<file path="src/rtl/burst_ram_tester.sv">
// burst_ram_tester: post-calibration self test of the burst RAM. Writes
// pattern(a) = seed ^ a to every word in bursts, reads back, flags the first failure.
module burst_ram_tester #(
  parameter int unsigned                BURST_RAM_DEPTH_BITWIDTH = 4,
  parameter int unsigned                BURST_COUNT              = 4,
  parameter int unsigned                DATA_BITWIDTH            = 32,
  parameter logic [DATA_BITWIDTH-1:0]   PATTERN_SEED             = 32'hA5A5_0000,
  parameter int unsigned                TIMEOUT_CYCLES           = 1024
) (
  input  logic                                sys_clk,
  input  logic                                sys_rst_n,
  input  logic                                br_init_calib,
  input  logic                                br_busy,
  output logic                                br_cmd,
  output logic                                br_cmd_en,
  output logic [BURST_RAM_DEPTH_BITWIDTH-1:0] br_addr,
  output logic [DATA_BITWIDTH-1:0]            br_wr_data,
  input  logic [DATA_BITWIDTH-1:0]            br_rd_data,
  input  logic                                br_rd_data_valid,
  output logic                                done,
  output logic                                fail,
  output logic                                timeout,
  output logic [BURST_RAM_DEPTH_BITWIDTH-1:0] fail_addr
);

  localparam int unsigned AW         = BURST_RAM_DEPTH_BITWIDTH;
  localparam int unsigned DW         = DATA_BITWIDTH;
  localparam int unsigned IW         = (BURST_COUNT > 1) ? $clog2(BURST_COUNT) : 1;
  localparam int unsigned TW         = (TIMEOUT_CYCLES > 1) ? $clog2(TIMEOUT_CYCLES) : 1;
  localparam int unsigned DEPTH      = 1 << AW;
  localparam int unsigned LAST_BURST = DEPTH - BURST_COUNT;

  typedef enum logic [2:0] {
    S_WAIT_CALIB,
    S_WR_CMD,
    S_WR_DATA,
    S_RD_CMD,
    S_RD_DATA,
    S_DONE
  } state_t;

  state_t          r_state;
  logic [AW-1:0]   r_addr;
  logic [IW-1:0]   r_idx;
  logic [TW-1:0]   r_timer;
  logic            r_cmd;
  logic            r_cmd_en;
  logic [AW-1:0]   r_br_addr;
  logic [DW-1:0]   r_wr_data;
  logic            r_done;
  logic            r_fail;
  logic            r_timeout;
  logic [AW-1:0]   r_fail_addr;

  logic [AW-1:0]   w_word_addr;
  logic [AW-1:0]   w_next_base;
  logic            w_last_word;
  logic            w_last_burst;
  logic            w_timer_expired;
  logic            w_rd_mismatch;

  function automatic logic [DW-1:0] pattern(input logic [AW-1:0] a);
    return PATTERN_SEED ^ DW'(a);
  endfunction

  assign w_word_addr     = r_addr + AW'(r_idx);
  assign w_next_base     = r_addr + AW'(BURST_COUNT);
  assign w_last_word     = (r_idx == IW'(BURST_COUNT - 1));
  assign w_last_burst    = (r_addr == AW'(LAST_BURST));
  assign w_timer_expired = (r_timer == TW'(TIMEOUT_CYCLES - 1));
  assign w_rd_mismatch   = (br_rd_data != pattern(w_word_addr));

  // Single sequencer: all outputs are registered and change with the state.
  always_ff @(posedge sys_clk or negedge sys_rst_n) begin
    if (!sys_rst_n) begin
      r_state     <= S_WAIT_CALIB;
      r_addr      <= '0;
      r_idx       <= '0;
      r_timer     <= '0;
      r_cmd       <= 1'b0;
      r_cmd_en    <= 1'b0;
      r_br_addr   <= '0;
      r_wr_data   <= '0;
      r_done      <= 1'b0;
      r_fail      <= 1'b0;
      r_timeout   <= 1'b0;
      r_fail_addr <= '0;
    end else begin
      r_cmd_en  <= 1'b0;
      r_wr_data <= '0;
      case (r_state)
        S_WAIT_CALIB: begin
          r_addr <= '0;
          r_idx  <= '0;
          if (br_init_calib) r_state <= S_WR_CMD;
        end
        S_WR_CMD: begin
          if (!br_busy) begin
            r_cmd_en  <= 1'b1;
            r_cmd     <= 1'b1;
            r_br_addr <= r_addr;
            r_wr_data <= pattern(r_addr);
            if (BURST_COUNT == 1) begin
              r_addr  <= w_next_base;
              r_state <= w_last_burst ? S_RD_CMD : S_WR_CMD;
            end else begin
              r_idx   <= IW'(1);
              r_state <= S_WR_DATA;
            end
          end
        end
        S_WR_DATA: begin
          r_wr_data <= pattern(w_word_addr);
          if (w_last_word) begin
            r_idx   <= '0;
            r_addr  <= w_next_base;
            r_state <= w_last_burst ? S_RD_CMD : S_WR_CMD;
          end else begin
            r_idx <= r_idx + IW'(1);
          end
        end
        S_RD_CMD: begin
          if (!br_busy) begin
            r_cmd_en  <= 1'b1;
            r_cmd     <= 1'b0;
            r_br_addr <= r_addr;
            r_idx     <= '0;
            r_timer   <= '0;
            r_state   <= S_RD_DATA;
          end
        end
        S_RD_DATA: begin
          if (br_rd_data_valid) begin
            r_timer <= '0;
            // Only the first failure is recorded; the pass still runs to the end.
            if (w_rd_mismatch && !r_fail) begin
              r_fail      <= 1'b1;
              r_fail_addr <= w_word_addr;
            end
            if (w_last_word) begin
              r_idx  <= '0;
              r_addr <= w_next_base;
              if (w_last_burst) begin
                r_done  <= 1'b1;
                r_state <= S_DONE;
              end else begin
                r_state <= S_RD_CMD;
              end
            end else begin
              r_idx <= r_idx + IW'(1);
            end
          end else if (w_timer_expired) begin
            r_fail    <= 1'b1;
            r_timeout <= 1'b1;
            r_done    <= 1'b1;
            if (!r_fail) r_fail_addr <= w_word_addr;
            r_state   <= S_DONE;
          end else begin
            r_timer <= r_timer + TW'(1);
          end
        end
        S_DONE: begin
          r_done <= 1'b1;
        end
        default: r_state <= S_WAIT_CALIB;
      endcase
    end
  end

  assign br_cmd     = r_cmd;
  assign br_cmd_en  = r_cmd_en;
  assign br_addr    = r_br_addr;
  assign br_wr_data = r_wr_data;
  assign done       = r_done;
  assign fail       = r_fail;
  assign timeout    = r_timeout;
  assign fail_addr  = r_fail_addr;

endmodule

</file>
<file path="config.mk">
export PLATFORM = sky130hd
export DESIGN_NAME = burst_ram_tester
export DESIGN_NICKNAME = d
export VERILOG_FILES = /design/src/rtl/burst_ram_tester.sv
export SDC_FILE = /design/constraint.sdc
export NUM_CORES = 1
export LEC_CHECK = 0
export ABC_CLOCK_PERIOD_IN_PS = 2400
export CORE_MARGIN = 2
export CORE_UTILIZATION = 37
export DETAILED_ROUTE_END_ITERATION = 16
export PLACE_DENSITY_LB_ADDON = 0.3
export SYNTH_ARGS = -nofsm -noshare
export SYNTH_HDL_FRONTEND = slang
export SYNTH_SLANG_ARGS = --single-unit
</file>
<file path="constraint.sdc">
create_clock -name sys_clk -period 2.4 [get_ports sys_clk]
set_input_delay 0.24 -clock sys_clk [delete_from_list [all_inputs] [get_ports sys_clk]]
set_output_delay 0.24 -clock sys_clk [all_outputs]
set_load 0.01 [all_outputs]
</file>
==> reports/writeup.txt, run 1 <==
The run gives 205 as the cell total in the yosys stat output. The run finished with clean final reports. The power report lists the sequential group at 820 uW. The dominant non-sequential cell family after synthesis is simple AND/OR/NAND/NOR gates. In the final timing run, aggregate negative setup slack is 0 ps. The run gives 0 for the critical path buffer and inverter count. The top flip-flop cell by instance count after synthesis is sky130_fd_sc_hd__dfrtp_1. The number of tapcells was 70. In the Yosys stats the netlist draws on 44 distinct library cells. After floorplanning, the die was sized to cover 5958 um2.

The count of cells in the finished layout, fillers not included, comes to 339. Summed over all instances, the cell type with the most area after synthesis is sky130_fd_sc_hd__dfrtp_1. The endpoint of the worst register-to-register path was fail_addr[1]. Share of the final layout cell area in sequential cells: 31.09%. Among the stages of the critical path, the cell type that occurs most often is sky130_fd_sc_hd__nor3_2. The layout has 500 filler cells. After synthesis the cells add up to 1982 um2. The power report shows net switching accounting for 36.51% of the total. Clock sink count: 33. In the post-route report, total wirelength is listed as 4053 um. In this run the tools logged warnings totalling 26. The worst slack after detailed placement was 323.6 ps.

The total met2 wirelength after detailed routing is 1875 um. Cell internal power was estimated by the tool at 1.479 mW. In the final layout, clock buffers and inverters account for 2.779% of the cell area.

Counting flops and latches in the post-synthesis netlist gives 33. The run gives 34.03% for the signed area change from the synthesized netlist to the final layout. The number of synthesized flops with an enable pin came out at 0. For this sky-water flow run, the detailed-routed wirelength per cell is reported as 11.96 um. Global routing put the most usage on met2. Routed signal wires occupy layers up through met4. The tools report the combinational group share of total power as 48.6%. The share of post-route cells with drive strength above 1 is 11.52%. With the worst slew margin relative to its limit at 65.25%, the number of warnings reported in the yosys synthesis log is 0.
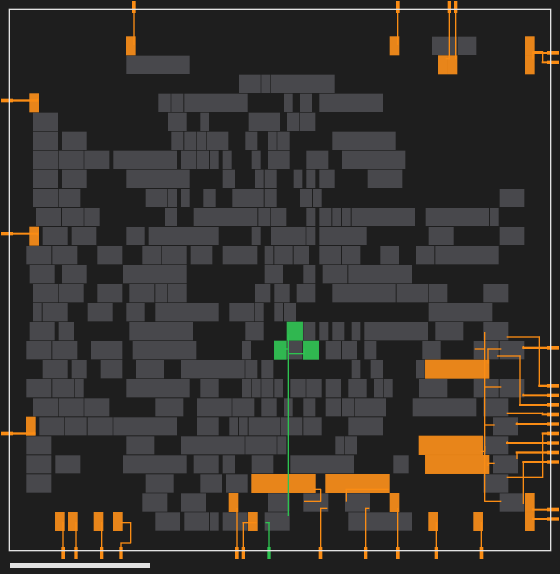
**Above:** run 1 (wires at chosen ports, followed through buffers).
Scale bar: 20 um.
- orange: br_wr_data (bits 32; direction output; edge 14 right, 11 bottom, 4 top, 3 left; end cells 25; buffers 12; wire 226 um)
- green: br_busy (bits 1; direction input; edge bottom; end cells 3; buffers 1; wire 33.3 um)
Buffers on Ports: 59
I/O pins: 82

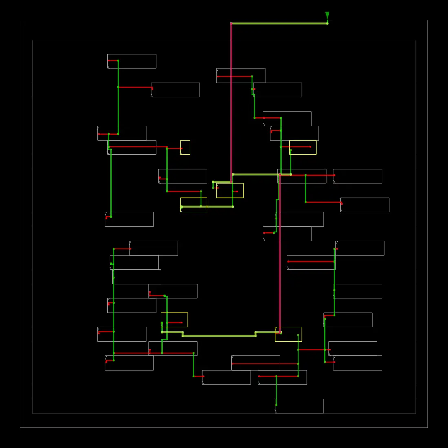
**Above:** run 1 (clock routing).
clock distribution power: 377 uW
worst-skew pair later-pin latency: 280 ps
CTS buffer count: 5
seq_cells: 33

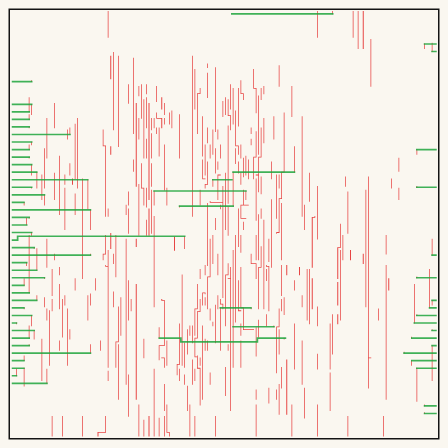
**Above:** run 1 (routed metal, one color a layer).
Two of the layers only.
- green: M3 (wire length 346 um)
- red: M2 (wire length 1880 um)
global-route usage over all layers: 14.18%
via total after detailed routing: 1635

**Run 1: close-up of the layout**

Scale bar: 10 um. Window x 24 to 54, y 24 to 54 um. Cells in gray, sequential cells in the stronger gray; small squares are vias.
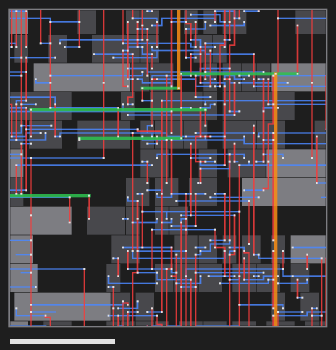

==> run 1 -> run 2 <==
--- a/config.mk
+++ b/config.mk
@@ -5,7 +5,7 @@
 export SDC_FILE = /design/constraint.sdc
 export NUM_CORES = 1
 export LEC_CHECK = 0
-export ABC_CLOCK_PERIOD_IN_PS = 2400
+export ABC_CLOCK_PERIOD_IN_PS = 1600
 export CORE_MARGIN = 2
 export CORE_UTILIZATION = 37
 export DETAILED_ROUTE_END_ITERATION = 16
==> constraint.sdc (replaced) <==
create_clock -name sys_clk -period 1.6 [get_ports sys_clk]
set_input_delay 0.16 -clock sys_clk [delete_from_list [all_inputs] [get_ports sys_clk]]
set_output_delay 0.16 -clock sys_clk [all_outputs]
set_load 0.01 [all_outputs]
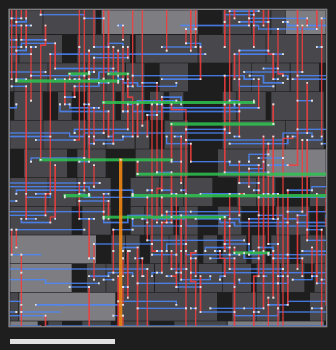
**Above:** run 2 (close-up of the layout).
Scale bar: 10 um. Window x 24 to 54, y 24 to 54 um. Cells in gray, sequential cells in the stronger gray; small squares are vias.
- red: M2
- green: M3
- blue: M1
- orange: M4
- cells with their middle in the window: 87
- netlist names of flops here include: r_idx (2)
- sequential cells in the window: 5
- most frequent: buf_4 (16), nor2_1 (7), nand2_1 (7)

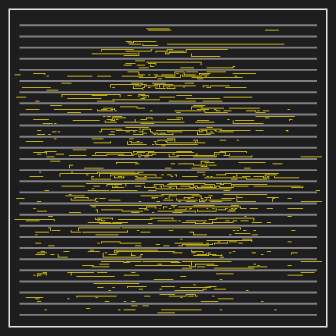
**Above:** run 2 (the metal 1 layer).
Supply wires on this layer in gray.
- wire length on this layer: 1930 um
- nets with wire on the layer: 281
- share of all routed wire: 42%
- main direction: horizontal
- longest straight run: 29.0 um
overall routed net length: 4592 um
met1 track demand over resource: 20.24%

==> run 2 against run 1 <==
Core utilization grew 8.9 points. Worst setup slack lost 530 ps. Critical path depth shrank 1. Combinational power grew 93%. The flow now finishes with violations (negative setup slack). Largest power group unchanged. Final cell count grew 10%. Final area grew 17%.
==> reports/writeup.txt, run 2 <==
The critical path buffer and inverter count is 0 (unchanged), and the internal power consumption is 2.535 mW (+71%). The I/O pin total is 82 (unchanged). The run gives 373 (+10%) as the number of non-filler instances in the completed layout. The run finished, with violations left. The area fraction of clock buffers and clock inverters is 2.570% (-0.21 points). The run gives 0 (unchanged) for the number of synthesized flops with an enable pin. Tally of buffers added on design ports: 59 (unchanged).

For the latest clock arrival within the worst-skew pair, the log shows 280 ps (about the same). The post-route setup TNS is -683.0 ps (-683.0 ps), and the area of the chip is 5958 um2 (unchanged). With the total met2 wirelength after detailed routing at 2266 um (+21%), the average wire per standard cell is 12.31 um (+3.0%).

Global routing put the most usage on met2. The logs give 44 (unchanged) for the number of distinct standard cells referenced by the synthesized netlist and 587 uW (+56%) for the clock network power consumption. The number of warnings reported in the yosys synthesis log is 0 (unchanged), and the count of fill cells added during filler insertion is 464 (-7.2%).

With the share of the final layout cell area in sequential cells at 26.51% (-4.6 points), the number of hold buffers added after cts is 0. Relative to the synthesized area, the layout overhead comes to 57.20%. Looking at the reg2reg group, the worst path ends at fail_addr[3].

The final reports fail on negative setup slack. The number of CTS-inserted buffers is 5 (unchanged). The logs give 15.86% (+1.7 points) for the total global routing track utilization and -119.3 ps for the post-route worst setup slack. The upper clock frequency limit was 581.6 MHz; the total via count in the routed design was 1775 (+8.6%). The highest metal layer carrying signal wires in the routed design is met4. Synthesized area: 1982 um2 (unchanged). With the cell total in the yosys stat output at 205 (unchanged), the number of tapcells is 70 (unchanged). The final-report setup violation count is 8, and the iteration tally of the first detailed-router pass is 4.

Per the synth stats, the flop cell with the highest instance count is sky130_fd_sc_hd__dfrtp_1.
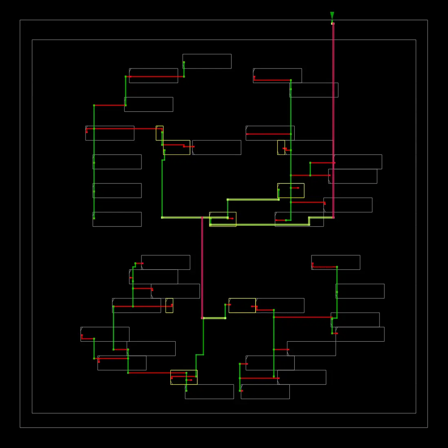
**Above:** run 2 (clock routing).
count of clock buffers in the final design: 8
CTS sink count: 33

No activity file was given, so power comes from the tool's default toggle rates.
